$ cat config.mk
export PLATFORM = sky130hd
export DESIGN_NAME = rand_pos_gen
export DESIGN_NICKNAME = d
export VERILOG_FILES = /design/src/rtl/rand_pos_gen.sv
export SDC_FILE = /design/constraint.sdc
export NUM_CORES = 1
export LEC_CHECK = 0
export ABC_AREA = 1
export CORE_ASPECT_RATIO = 1.75
export CORE_UTILIZATION = 45
export CTS_CLUSTER_SIZE = 20
export DETAILED_ROUTE_END_ITERATION = 10
export DONT_BUFFER_PORTS = 1
export HOLD_SLACK_MARGIN = 0.05
export SETUP_SLACK_MARGIN = 0.05
export SLEW_MARGIN = 10
export SYNTH_ARGS = -nofsm -noshare
export SYNTH_HDL_FRONTEND = slang
export SYNTH_SLANG_ARGS = --single-unit
$ cat constraint.sdc
create_clock -name clk -period 1.5 [get_ports clk]
set_clock_uncertainty 0.05 [all_clocks]
set_input_delay 0.3 -clock clk [delete_from_list [all_inputs] [get_ports clk]]
set_output_delay 0.3 -clock clk [all_outputs]
set_load 0.01 [all_outputs]
$ cat src/rtl/rand_pos_gen.sv
// rtl/rand_pos_gen.sv - Fibonacci LFSR with request/response front end returning a random free grid cell
module rand_pos_gen #(
  parameter int              WIDTH        = 9,
  parameter logic [WIDTH-1:0] TAPS        = 9'h110,
  parameter logic [WIDTH-1:0] DEFAULT_SEED = 9'h001,
  parameter int              GRID_W       = 20,
  parameter int              GRID_H       = 15,
  parameter int              MAX_TRIES    = 64,
  localparam int             XW           = $clog2(GRID_W),
  localparam int             YW           = $clog2(GRID_H)
) (
  input  logic             clk,
  input  logic             rst_n,
  input  logic             load,
  input  logic [WIDTH-1:0] seed,
  input  logic             req,
  input  logic             occ,
  output logic [WIDTH-1:0] rand_num,
  output logic [XW-1:0]    cand_x,
  output logic [YW-1:0]    cand_y,
  output logic             cand_vld,
  output logic [XW-1:0]    pos_x,
  output logic [YW-1:0]    pos_y,
  output logic             pos_vld,
  output logic             busy,
  output logic             fail
);

  // Retry counter only has to reach MAX_TRIES-1; the give-up happens on that attempt.
  localparam int CW = (MAX_TRIES > 1) ? $clog2(MAX_TRIES) : 1;
  localparam logic [CW-1:0] LAST_TRY = CW'(MAX_TRIES - 1);
  localparam logic [XW:0]   GW       = (XW+1)'(GRID_W);
  localparam logic [YW:0]   GH       = (YW+1)'(GRID_H);

  typedef enum logic [1:0] {
    S_IDLE  = 2'd0,
    S_DRAW  = 2'd1,
    S_CHECK = 2'd2
  } state_t;

  state_t        state, next_state;
  logic [CW-1:0] cnt;
  logic [XW-1:0] draw_x;
  logic [YW-1:0] draw_y;
  logic          in_range;
  logic          clr_cnt, inc_cnt, take_cand, accept, give_up, attempt_bad;
  logic          feedback;

  assign feedback = ^(rand_num & TAPS);
  assign draw_x   = rand_num[XW-1:0];
  assign draw_y   = rand_num[XW+YW-1:XW];
  assign in_range = ({1'b0, draw_x} < GW) && ({1'b0, draw_y} < GH);
  assign cand_vld = (state == S_CHECK);
  assign busy     = (state != S_IDLE);

  // LFSR free-runs in every state; a reload overrides the shift and never lets zero in.
  always_ff @(posedge clk or negedge rst_n) begin
    if (!rst_n) begin
      rand_num <= DEFAULT_SEED;
    end else if (load) begin
      rand_num <= (seed == '0) ? DEFAULT_SEED : seed;
    end else begin
      rand_num <= {rand_num[WIDTH-2:0], feedback};
    end
  end

  // FSM state register.
  always_ff @(posedge clk or negedge rst_n) begin
    if (!rst_n) begin
      state <= S_IDLE;
    end else begin
      state <= next_state;
    end
  end

  // Next-state and per-cycle control: draw, check, retry or give up.
  always_comb begin
    next_state  = state;
    clr_cnt     = 1'b0;
    inc_cnt     = 1'b0;
    take_cand   = 1'b0;
    accept      = 1'b0;
    give_up     = 1'b0;
    attempt_bad = 1'b0;
    case (state)
      S_IDLE: begin
        if (req) begin
          next_state = S_DRAW;
          clr_cnt    = 1'b1;
        end
      end
      S_DRAW: begin
        if (in_range) begin
          take_cand  = 1'b1;
          next_state = S_CHECK;
        end else begin
          attempt_bad = 1'b1;
        end
      end
      S_CHECK: begin
        if (!occ) begin
          accept     = 1'b1;
          next_state = S_IDLE;
        end else begin
          attempt_bad = 1'b1;
          next_state  = S_DRAW;
        end
      end
      default: next_state = S_IDLE;
    endcase
    if (attempt_bad) begin
      if (cnt == LAST_TRY) begin
        give_up    = 1'b1;
        next_state = S_IDLE;
      end else begin
        inc_cnt = 1'b1;
      end
    end
  end

  // Retry counter: cleared on a new request, bumped on every rejected attempt.
  always_ff @(posedge clk or negedge rst_n) begin
    if (!rst_n) begin
      cnt <= '0;
    end else if (clr_cnt) begin
      cnt <= '0;
    end else if (inc_cnt) begin
      cnt <= cnt + 1'b1;
    end
  end

  // Candidate latch: holds the in-range draw while the occupancy map answers.
  always_ff @(posedge clk or negedge rst_n) begin
    if (!rst_n) begin
      cand_x <= '0;
      cand_y <= '0;
    end else if (take_cand) begin
      cand_x <= draw_x;
      cand_y <= draw_y;
    end
  end

  // Result registers: position held until the next accept, pulses last one cycle.
  always_ff @(posedge clk or negedge rst_n) begin
    if (!rst_n) begin
      pos_x   <= '0;
      pos_y   <= '0;
      pos_vld <= 1'b0;
      fail    <= 1'b0;
    end else begin
      pos_vld <= accept;
      fail    <= give_up;
      if (accept) begin
        pos_x <= cand_x;
        pos_y <= cand_y;
      end
    end
  end

endmodule

==> notes.md, run 1 <==
This note records the results obtained with Yosys and OpenROAD.

Critical path
At the worst endpoint, the required time is 1.15 ns. In this run the worst path has a maximum fanout of 3. The worst-case reg-to-reg setup slack stands at 0.1 ns.

The path depth of the worst reg2reg path is 8. The start point of the critical path is state[1]. The worst setup path category is flip-flop to output pin.

STA lists the endpoint of the worst register-to-register path as cnt[2]. For reference, the critical path is captured by busy.

Layout
The repair_antennas step left the layout with diodes totalling 0. rand_num holds more flip-flops than any other register. The flip-flop count of the largest register, all copies and words added is 9.

The cell class with the largest area share is sequential cells. Per the final report, the share of cell area in clock cells is 0.0574. The register cell area after layout is 928 um^2. Of all the cell area in the finished design, non-clock buffers hold 0.0481. After routing the design area is 2030 um^2.

The most frequently placed logic cell in the final layout is nand2_1. The largest registers in the layout are rand_num x9, cnt x6. The final layout report lists a clock buffer count of 7.

Of the cells placed in the final design, the portion with a size suffix greater than 1 is 0.231. The number of fill cells in the layout is 351. Leaving out fill and tap cells, the most frequent cells in the layout are nand2_1 (65), dfrtp_1 (35), inv_1 (19). After layout, the inverter instance count without clock inverters stands at 25. There are 37 flip-flops and latches. The number of nets in the layout is 234. The post-synthesis to final-layout area growth is 14.7%.

Synthesis
The synthesized net count is 219. Synthesis instantiated 28 different standard cells from the library. The yosys warning tally is 0. The number of cells in Yosys stat is 200. Per Yosys stat, the portion of area used by sequential elements is 0.525. The cell count after synthesis came out at 200. The synthesis area per yosys is 1770 um^2.

Pwr
Per the power-grid run, VDD falls by no more than 1070 uV. The power report attributes to the combinational group a share of 0.299. The share of total power dissipated in the clock network is 0.234. The net switching power figure is 1.39 mW. The ratio of total power to cell area is 1830 nW/um^2. The internal power is 2.32 mW.

Total power for the finished layout comes to 3.71 mW. The leakage power is 1.02 nW. Switching power as a fraction of the total was reported as 0.374.

Final timing
The minimum hold slack is 0.0593 ns. The final setup TNS is 0 ns. The max-slew check reports its worst relative slack as 0.852. The final timing report derives a shortest allowable period of 1.40 ns. The number of failing hold endpoints at the final stage is 0.

The maximum clock frequency is 714 MHz. Setup repair after global routing left no endpoint under its margin. The final tally of setup violations is 0. The final-report max-slew violation count is 0.

Floorplanning
The count of standard-cell rows is 29. Per the OpenROAD floorplan log, the height of the die is 84.9 um. The total area inside the core boundary comes to 3700 um^2. The floorplan step records an initial core utilization of 0.477. The number of top-level pins is 45.

GRT
The via count of the first global-routing pass is 1379. The maximum number of pins on one net before global-route repair is 38. After global routing the overflow that remains totals 0.

The global-route track usage on met2 is 0.361. In the global route stage, met1 resource usage came out at 0.178. The first global-routing pass estimated 5950 um of wire. The number of antenna violations at the first check in global routing is 0. The busiest metal layer after global routing is met2.

Hold path
The worst hold path cell count is 1. The path type of the worst min-delay path is input pin to flip-flop.

Routing
In the final routing, the length of wire on met1 measures 1260 um. In the log, the iteration count for the first detailed-route pass is 5. The script logs the ratio of routed vias to standard cells as 5.02. Per the detail_route report, DRC violations left total 0.

Clock network
The maximum root-to-sink buffer count is 2. The quantity of hold-fixing buffers added after cts is 2. Gates resized during post-CTS repair numbered 0. The tree is rooted in a clkbuf_8.

Per the TritonCTS log, the buffer count is 5.

Job
The number of max-cap violations is 0.

Run status
The flow ran to the end, and the final reports show no timing, DRC or antenna violations.

Placed design
The final weighted congestion of routability-driven global placement is 0.861.
-- run 1: power groups by stage --
stage                     clock, mW  sequential (mW)  combinational [mW]
after floorplan                   0             1.67               0.809
after global placement            0             1.76               0.972
after detailed placement          0             1.77                1.00
after CTS                     0.893             1.74                1.07
after global routing          0.928             1.77                1.27
final                         0.868             1.73                1.11
-- run 1: critical path: stages, from the launching register on --
cell and delay [ns]:
dfrtp_1 0.42, inv_2 0.09, ha_2 0.18, inv_1 0.09
-- run 1: kinds of logic after synthesis --
family                   count (synthesis)  share of synthesized area
buffers and inverters                   28                     0.0644
AND/OR/NAND/NOR                        100                      0.261
AND-OR/OR-AND                           27                     0.0999
flip-flops                              37                      0.525
XOR/XNOR                                 3                     0.0149
adder cells (fa/ha/maj)                  5                     0.0354
-- run 1: synthesized netlist by cell type --
master	n	area [um^2]
nand2_1	65	244
dfrtp_1	36	901
inv_1	22	82.6
nor2_1	13	48.8
o21ai_0	11	55.1
o21ai_2	9	78.8
nand3_1	8	40.0
ha_1	5	62.6
a21oi_1	4	20.0
nand2_2	4	25.0
inv_2	3	11.3
nand2_4	2	22.5
nand3_4	2	35.0
xor2_1	2	17.5
a21oi_2	1	8.76
a31oi_1	1	6.26
buf_2	1	5.00
buf_6	1	11.3
clkbuf_1	1	3.75
dfstp_2	1	26.3
nand3_2	1	10.0
nand4_1	1	6.26
nor2_2	1	6.26
nor2_4	1	11.3
nor3_1	1	5.00
o211ai_1	1	7.51
or2_2	1	6.26
xnor2_1	1	8.76
-- run 1: through the flow --
step / worst slack, ns / cells
after floorplan: 0.0728 / 200
after detailed placement: 0.0888 / 250
after CTS: 0.0553 / 261
after global placement: 0.127 / 250
after global routing: 0.0380 / 262
final: 0.0985 / 262
**Run 1: local utilization**

5 x 8 tiles, from white (low) to dark blue (high), 0 to 100% covered.
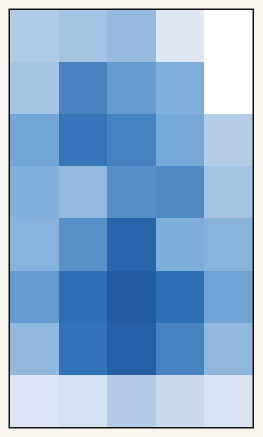
densest ninth of the die = centre
fullest tile = 82%
emptiest ninth of the die = upper right
tiles over 75% full = 7.5%
mean over tiles = 47%
nearly empty tiles = 5.0%

**Run 1: pin placement**

Pins as bars across the die edge, other pins in grey.
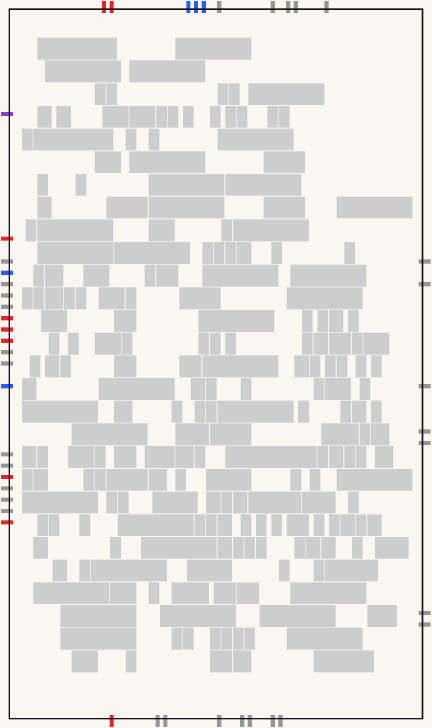
purple -> clk  # pins 1, direction input, edge left
blue -> cand_x  # pins 5, direction output, edge 3 top, 2 left
red -> rand_num  # pins 9, direction output, edge 6 left, 2 top, 1 bottom

**Run 1: metal 3**

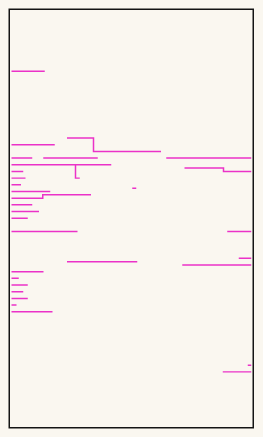
longest straight run = 20.0 um
share of all routed wire = 6.3%
nets with wire on the layer = 28
main direction = horizontal
post-detailed-routing wire length: 3570 um
met3 usage: 0.0627
via count of the routed design: 1316

**Run 1: placement view**

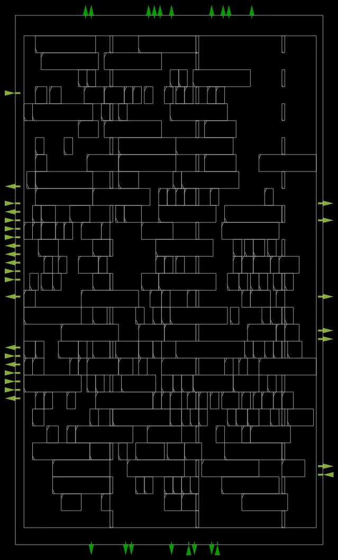

==> run 2: changes to the inputs <==
--- a/config.mk
+++ b/config.mk
@@ -6,12 +6,14 @@
 export NUM_CORES = 1
 export LEC_CHECK = 0
 export ABC_AREA = 1
+export CAP_MARGIN = 10
 export CORE_ASPECT_RATIO = 1.75
 export CORE_UTILIZATION = 45
 export CTS_CLUSTER_SIZE = 20
 export DETAILED_ROUTE_END_ITERATION = 10
 export DONT_BUFFER_PORTS = 1
 export HOLD_SLACK_MARGIN = 0.05
+export PLACE_DENSITY = 0.69
 export SETUP_SLACK_MARGIN = 0.05
 export SLEW_MARGIN = 10
 export SYNTH_ARGS = -nofsm -noshare
**Run 2: placement view**

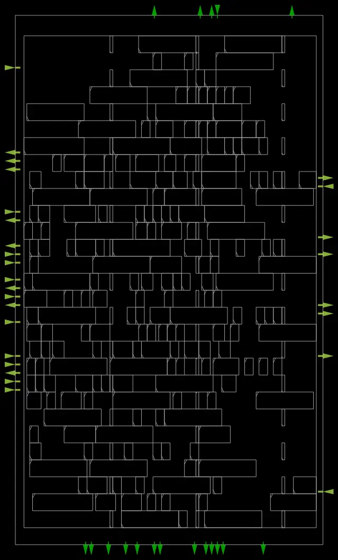
Tap Cells: 46
Util after Layout: 0.544
core area: 3700 um^2
row cnt: 29

==> notes.md, run 2 <==
This note records the results obtained with Yosys and OpenROAD.

Synthesis
The sequential-to-total area share from yosys stat came to 0.525 (unchanged). The synthesized net count is 219 (unchanged). By area the synthesized netlist is led by dfrtp_1 (51%), nand2_1 (14%), inv_1 (4.7%).

The xor and xnor fraction of the mapped netlist area was 0.0149 (unchanged). The count of flip-flops with a built-in enable after synthesis is 0 (unchanged). By count the netlist is led by nand2_1 (65), dfrtp_1 (36), inv_1 (22). The post-synthesis mux area share is 0 (unchanged). The primary flip-flop cell chosen by synthesis mapping is dfrtp_1. The library cell with the highest instance count after synthesis is nand2_1. The share of Yosys cell area claimed by the top area cell type is 0.510 (unchanged). The instance count of the mapped netlist came to 200 (unchanged).

The number of cells in Yosys stat is 200 (unchanged). The fraction of registers with async set or reset after synthesis is 1.00 (unchanged). Grouping non-sequential cells by family puts the most area in simple AND/OR/NAND/NOR gates. The area fraction in full adders, half adders and majority gates came to 0.0354 (unchanged). The yosys warning tally is 0 (unchanged). The simple-gate portion of the synthesized area came to 0.261 (unchanged). The number of flip-flops and latches in the synthesized netlist is 37. The post-synthesis cell type count is 28 (unchanged). A synthesized cell averages 8.83 um^2.

Summing every instance area after synthesis gives 1770 um^2. The synthesis area per yosys is 1770 um^2 (unchanged). The fraction of the mapped netlist area in compound gates was 0.0999 (unchanged).

The cell taking the most area after synthesis is dfrtp_1.

Hold path
The worst hold endpoint is rand_num[1]. The worst hold path cell count is 1 (unchanged). The startpoint of the lowest-slack hold path is load. STA reports the tightest min-delay check as being of type input pin to flip-flop.

Routing
The detailed router's first-iteration violation count is 13. The via count of the routed design is 1303 (-0.99%). The total DRC errors in the routed layout is 0 (unchanged). The via count normalized by instance count was 4.99 (-0.61%). The average detailed-routed wire length per instance is 13.9 um. The number of routed nets with antenna violations is 0. The total detailed-routing wirelength is 3640 um (+2.0%).

The detailed-router iteration count before antenna repair was 4 (-1).

Critical path
The worst setup path is launched from a flip-flop. The kind of end point of the critical path is an output pin. The path depth of the worst reg2reg path was 8 (unchanged). The startpoint identified for the worst register-to-register timing path is state[0].

The largest fanout on the critical path is 3 (unchanged). The worst path arrival time is 1.07 ns. The worst setup path category is flip-flop to output pin.

The flop-to-flop setup slack is 0.13 ns (+0.03 ns). The critical path required time was 1.15 ns (about the same). For the worst reg-to-reg path, the endpoint reported by OpenROAD is cnt[5].

GRT
The global-route track usage on met2 is 0.349 (-0.0125). The wire length of the first global-routing pass is 6020 um (+1.2%). The sum of overflow across all layers after global routing is 0 (unchanged). The via count of the first global-routing pass is 1304 (-5.4%). The number of antenna violations at the first check in global routing is 0 (unchanged). The maximum number of pins on one net before global-route repair came to 38 (unchanged). After global routing, the most crowded layer is met2. The fraction of met1 tracks used by global routing came to 0.209 (+0.0302). The global routing report lists combined usage of all routing layers as 0.195. The met3 usage in global routing is 0.0538 (-0.00896).

Floorplanning
According to the floorplan report, the total die area is 4190 um^2. The number of top-level pins was 45 (unchanged). The y dimension of the die is 84.9 um (unchanged). The width of the chip is 49.4 um. The floorplan-stage core utilization was 0.477 (unchanged).

Layout
The most frequently placed logic cell in the final layout is nand2_1. In the final layout, the registers with the most flip-flops are rand_num x9, cnt x6. The top cell types in the final layout, fill and taps aside, are nand2_1 (65), dfrtp_1 (35), inv_1 (20). The flip-flop count of the largest register, all copies and words added was 9 (unchanged). The number of fill cells in the layout was 380 (+8.3%). The number of nets in the layout is 234 (unchanged). The share of post-route cells with drive strength above 1 was 0.219 (-0.0129). The post-synthesis to final-layout area growth is 14.0%. The summed area of non-filler cells in the final layout is 2010 um^2 (-0.68%). The post-layout instance count excluding filler cells is 261 (-0.38%). The most flop-heavy register is rand_num.

The number of diodes added for antenna fixing is 0 (unchanged).

Job
OpenROAD emitted warnings numbering 31. The number of max-cap violations is 0 (unchanged).

Clock network
The clock latency on the worst-skew pair is 0.29 ns. The count of clock tree sinks is 37. The maximum root-to-sink buffer count is 2 (unchanged). TritonCTS built the clock tree. The root buffer cell is clkbuf_8. The total clock buffers created by CTS is 5 (unchanged). Clock-pin slew was measured on the worst setup and hold paths at 0.07 ns.

The CTS H-tree depth is 2.

Final timing
The final tally of setup violations is 0 (unchanged). The final-report max-slew violation count was 0 (unchanged). The minimum hold slack is 0.0660 ns (+0.00670 ns). Setup repair after global routing could not meet its margin everywhere. The post-route fraction of the period consumed by the critical path is 0.947. The final setup TNS is 0 ns (unchanged). The worst setup slack after layout came to 0.0791 ns (-0.0194 ns). The tightest slew margin relative to the limit came to 0.832 (-0.0199). The shortest period the worst path allows is 1.42 ns (+0.0194 ns). The number of failing hold endpoints at the final stage is 0 (unchanged). The maximum clock frequency is 704 MHz (-1.4%). The transition time at the pin with the least slew margin is 0.251 ns.

Placed design
The worst slack at placement is 0.0731 ns (-0.0157 ns). The number of port buffers is 0. The final weighted congestion of routability-driven global placement is 0.951 (+10%). The placed wire-length estimate after detailed placement is 2720 um. The total placed instance area is 1850 um^2. The cell count after placement came to 249 (-0.40%).

Pwr
The sum of internal, switching and leakage power came to 3.54 mW (-4.5%). The leakage power was 1.02 nW (-0.81%). The highest ir drop seen on vdd came to 1140 uV (+6.4%).

The ratio of total power to cell area came to 1760 nW/um^2 (-3.8%).

Run status
The run finished with clean final reports.
==> run 2: cell counts after synthesis <==
No cell type changed its count.
==> run 2: report_power, final <==
| part | internal [mW] | switching [mW] |
|---|---|---|
| combinational | 0.462 | 0.657 |
| clock | 0.365 | 0.336 |
| sequential | 1.32 | 0.398 |
| total | 2.15 | 1.39 |
==> run 2: how the worst max path moves through the flow <==
stage                         from  endpoint  depth (start not counted)
after global routing      state[1]      busy                          3
final                     state[1]      busy                          3
after detailed placement  state[0]    cnt[0]                          8
after floorplan           state[0]  pos_y[3]                          7
after CTS                 state[1]      busy                          3
after global placement    state[0]    cnt[5]                          8
==> run 2: area by class of cell <==
cell class / instances / area, um^2 / share of cell area
clock buffers: 7 / 86.3 / 0.0429
repair buffers: 11 / 104 / 0.0516
well taps: 46 / 57.6 / 0.0286
multi-input cells: 135 / 743 / 0.369
flip-flops and latches: 37 / 928 / 0.461
inverters: 25 / 93.8 / 0.0466
==> run 2: repair_timing <==
item                                    in CTS  in global routing
setup buffers                                1                  1
resized                                      0                  8
hold endpoints to repair                    38                  0
endpoints found under the setup margin       2                 17
hold buffers                                 3                  0
pin swaps                                    0                  3
==> run 2: logic make-up after synthesis <==
| kind of cell | after synthesis |
|---|---|
| XOR/XNOR | 3 |
| flip-flops | 37 |
| AND-OR/OR-AND | 27 |
| adder cells (fa/ha/maj) | 5 |
| AND/OR/NAND/NOR | 100 |
| buffers and inverters | 28 |
==> run 2: critical path, stage by stage (launching register included) <==
cell and delay (ns):
dfrtp_1 0.41, inv_2 0.10, ha_2 0.20, inv_1 0.09
==> run 2: layer usage <==
metal,part of all wire,wire length (um)
met5,0,0
met3,0.046,169
met4,0.017,63
met2,0.53,1940
met1,0.40,1470
==> run 3: changes to the inputs <==
--- a/config.mk
+++ b/config.mk
@@ -6,7 +6,6 @@
 export NUM_CORES = 1
 export LEC_CHECK = 0
 export ABC_AREA = 1
-export CAP_MARGIN = 10
 export CORE_ASPECT_RATIO = 1.75
 export CORE_UTILIZATION = 45
 export CTS_CLUSTER_SIZE = 20
**Run 3: placement view**

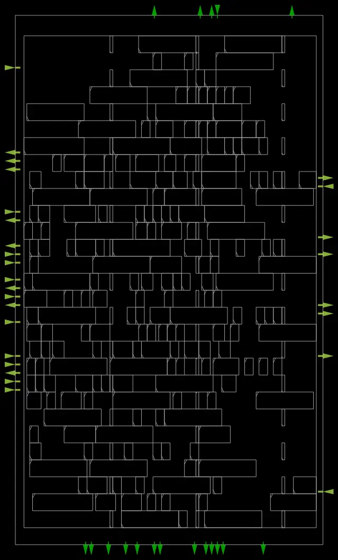
flip-flop and latch share of the layout cell area: 0.461
FF+latch count: 37
non-filler cells, final: 261
number of filler instances in the final layout: 380

==> notes.md, run 3 <==
This note records the results obtained with Yosys and OpenROAD.

Synthesis
The xor and xnor fraction of the mapped netlist area is 0.0149 (unchanged). The primary flip-flop cell chosen by synthesis mapping is dfrtp_1. The cell taking the most area after synthesis is dfrtp_1. The number of flip-flops and latches in the synthesized netlist is 37 (unchanged). The synthesis area per yosys is 1770 um^2 (unchanged). The area fraction in full adders, half adders and majority gates was 0.0354 (unchanged). The instance count of the mapped netlist is 200 (unchanged). The post-synthesis mux area share is 0 (unchanged). The sequential-to-total area share from yosys stat is 0.525 (unchanged). The number of cells in Yosys stat is 200 (unchanged).

The fraction of registers with async set or reset after synthesis is 1.00 (unchanged). In the synthesized netlist, the cells that appear most often are nand2_1 (65), dfrtp_1 (36), inv_1 (22). The post-synthesis cell type count is 28 (unchanged). The fraction of the mapped netlist area in compound gates is 0.0999 (unchanged). For reference, the top cells by area after synthesis are dfrtp_1 (51%), nand2_1 (14%), inv_1 (4.7%).

Job
The number of warnings the tools reported is 31 (unchanged). The number of max-cap violations is 0 (unchanged).

Floorplanning
The count of standard-cell rows is 29 (unchanged). The width of the chip was 49.4 um (unchanged). The number of top-level pins is 45 (unchanged).

The floorplan-stage core utilization is 0.477 (unchanged).

Final timing
The maximum clock frequency is 704 MHz (unchanged). The transition time at the pin with the least slew margin came to 0.251 ns (unchanged). The shortest period the worst path allows is 1.42 ns (unchanged). The final setup TNS is 0 ns (unchanged). The final tally of setup violations came to 0 (unchanged).

Critical path
The path depth of the worst reg2reg path is 8 (unchanged). The worst path arrival time is 1.07 ns (about the same). The number of buffers and inverters on the critical path is 2 (unchanged). The kind of end point of the critical path is an output pin. The library cell contributing the largest single delay on the critical path is dfrtp_1. The signal on the critical path passes through inv_2, ha_2, inv_1.

In the setup report, the worst path falls into the class flip-flop to output pin.

Layout
The share of post-route cells with drive strength above 1 came to 0.219 (unchanged). The utilization of the core after routing came to 0.544 (unchanged). The number of diodes added for antenna fixing came to 0 (unchanged).

The summed area of non-filler cells in the final layout came to 2010 um^2 (unchanged). In the layout the commonest cells are nand2_1 (65), dfrtp_1 (35), inv_1 (20). The post-synthesis to final-layout area growth is 14.0% (unchanged).

Pwr
The net switching power figure came to 1.39 mW (unchanged). The power share of the sequential group came to 0.486 (about the same). The clock power share is 0.198 (about the same). The leakage power was 1.02 nW (unchanged). The highest ir drop seen on vdd was 1140 uV (unchanged). The ratio of total power to cell area is 1760 nW/um^2 (unchanged).

Clock network
The maximum root-to-sink buffer count is 2 (unchanged). The count of clock tree sinks is 37 (unchanged). The total clock buffers created by CTS came to 5 (unchanged). The CTS H-tree depth is 2 (unchanged). The root buffer cell is clkbuf_8. The clock transition at the registers of the reported paths is 0.07 ns (about the same).

Routing
The met2 wire length was 1940 um (unchanged). The via count normalized by instance count is 4.99 (unchanged). The routed length on met1 was 1470 um (unchanged). The detailed-router iteration count before antenna repair is 4 (unchanged). The total DRC errors in the routed layout came to 0 (unchanged). Signal nets in the final route climb as high as met4.

GRT
The met3 usage in global routing was 0.0538 (unchanged). The fraction of met1 tracks used by global routing came to 0.209 (unchanged). The via count of the first global-routing pass came to 1304 (unchanged). The aggregate global-route resource usage was 0.195 (unchanged). The maximum number of pins on one net before global-route repair is 38 (unchanged).

Placed design
The total placed instance area is 1850 um^2 (unchanged). The final weighted congestion of routability-driven global placement is 0.951 (unchanged). The placed wire-length estimate after detailed placement was 2720 um (unchanged).

Run status
The run finished with clean final reports.
-- run 3: power by group through the flow --
stage	registers, mW	clock network, mW	logic (mW)
final	1.72	0.700	1.12
after global routing	1.77	0.754	1.28
after CTS	1.73	0.720	1.08
after detailed placement	1.76	0	1.01
after global placement	1.75	0	0.975
after floorplan	1.67	0	0.809
-- run 3: worst paths after layout --
kind | start | end | slack (ns)
max | state[1] | busy | 0.08
min | load | rand_num[1] | 0.07
max reg2reg | state[0] | cnt[5] | 0.13
min reg2reg | pos_x[4] | pos_x[4] | 0.49
max in group asynchronous | rst_n | rand_num[0] | 0.74
min in group asynchronous | rst_n | pos_vld | 0.41
-- run 3: final cells by class --
cell class | count | share of cell area
inverter | 25 | 0.0466
sequential | 37 | 0.461
timing repair buffer | 11 | 0.0516
tap | 46 | 0.0286
clock buffer | 7 | 0.0429
multi-input combinational | 135 | 0.369
-- run 3: logic make-up (layout without fill, tap and decap cells) --
| group | count (synthesis) | after routing |
|---|---|---|
| buffers and inverters | 28 | 43 |
| adders and majority gates | 5 | 5 |
| DFF | 37 | 37 |
| xor gates and xnor gates | 3 | 3 |
| AOI/OAI and AO/OA | 27 | 27 |
| and+or+nand+nor | 100 | 100 |
-- run 3: repair_timing --
| item | CTS | global route |
|---|---|---|
| buffers inserted | 1 | 1 |
| hold endpoints to repair | 38 | 0 |
| cloned | 0 | 0 |
| resized | 0 | 8 |
| setup endpoints to repair | 2 | 17 |
| pin swaps | 0 | 3 |
| hold buffers | 3 | 0 |
-- run 3: worst reg2reg max path, cell delays in order (launching register included) --
cell and delay (ns):
dfrtp_1 0.40, buf_4 0.16, ha_4 0.17, nand2_2 0.09
nand2_4 0.06, nand3_4 0.13, nand2_4 0.09, nand2_1 0.06
nand2_1 0.06
Power and IR drop assume default switching activity.
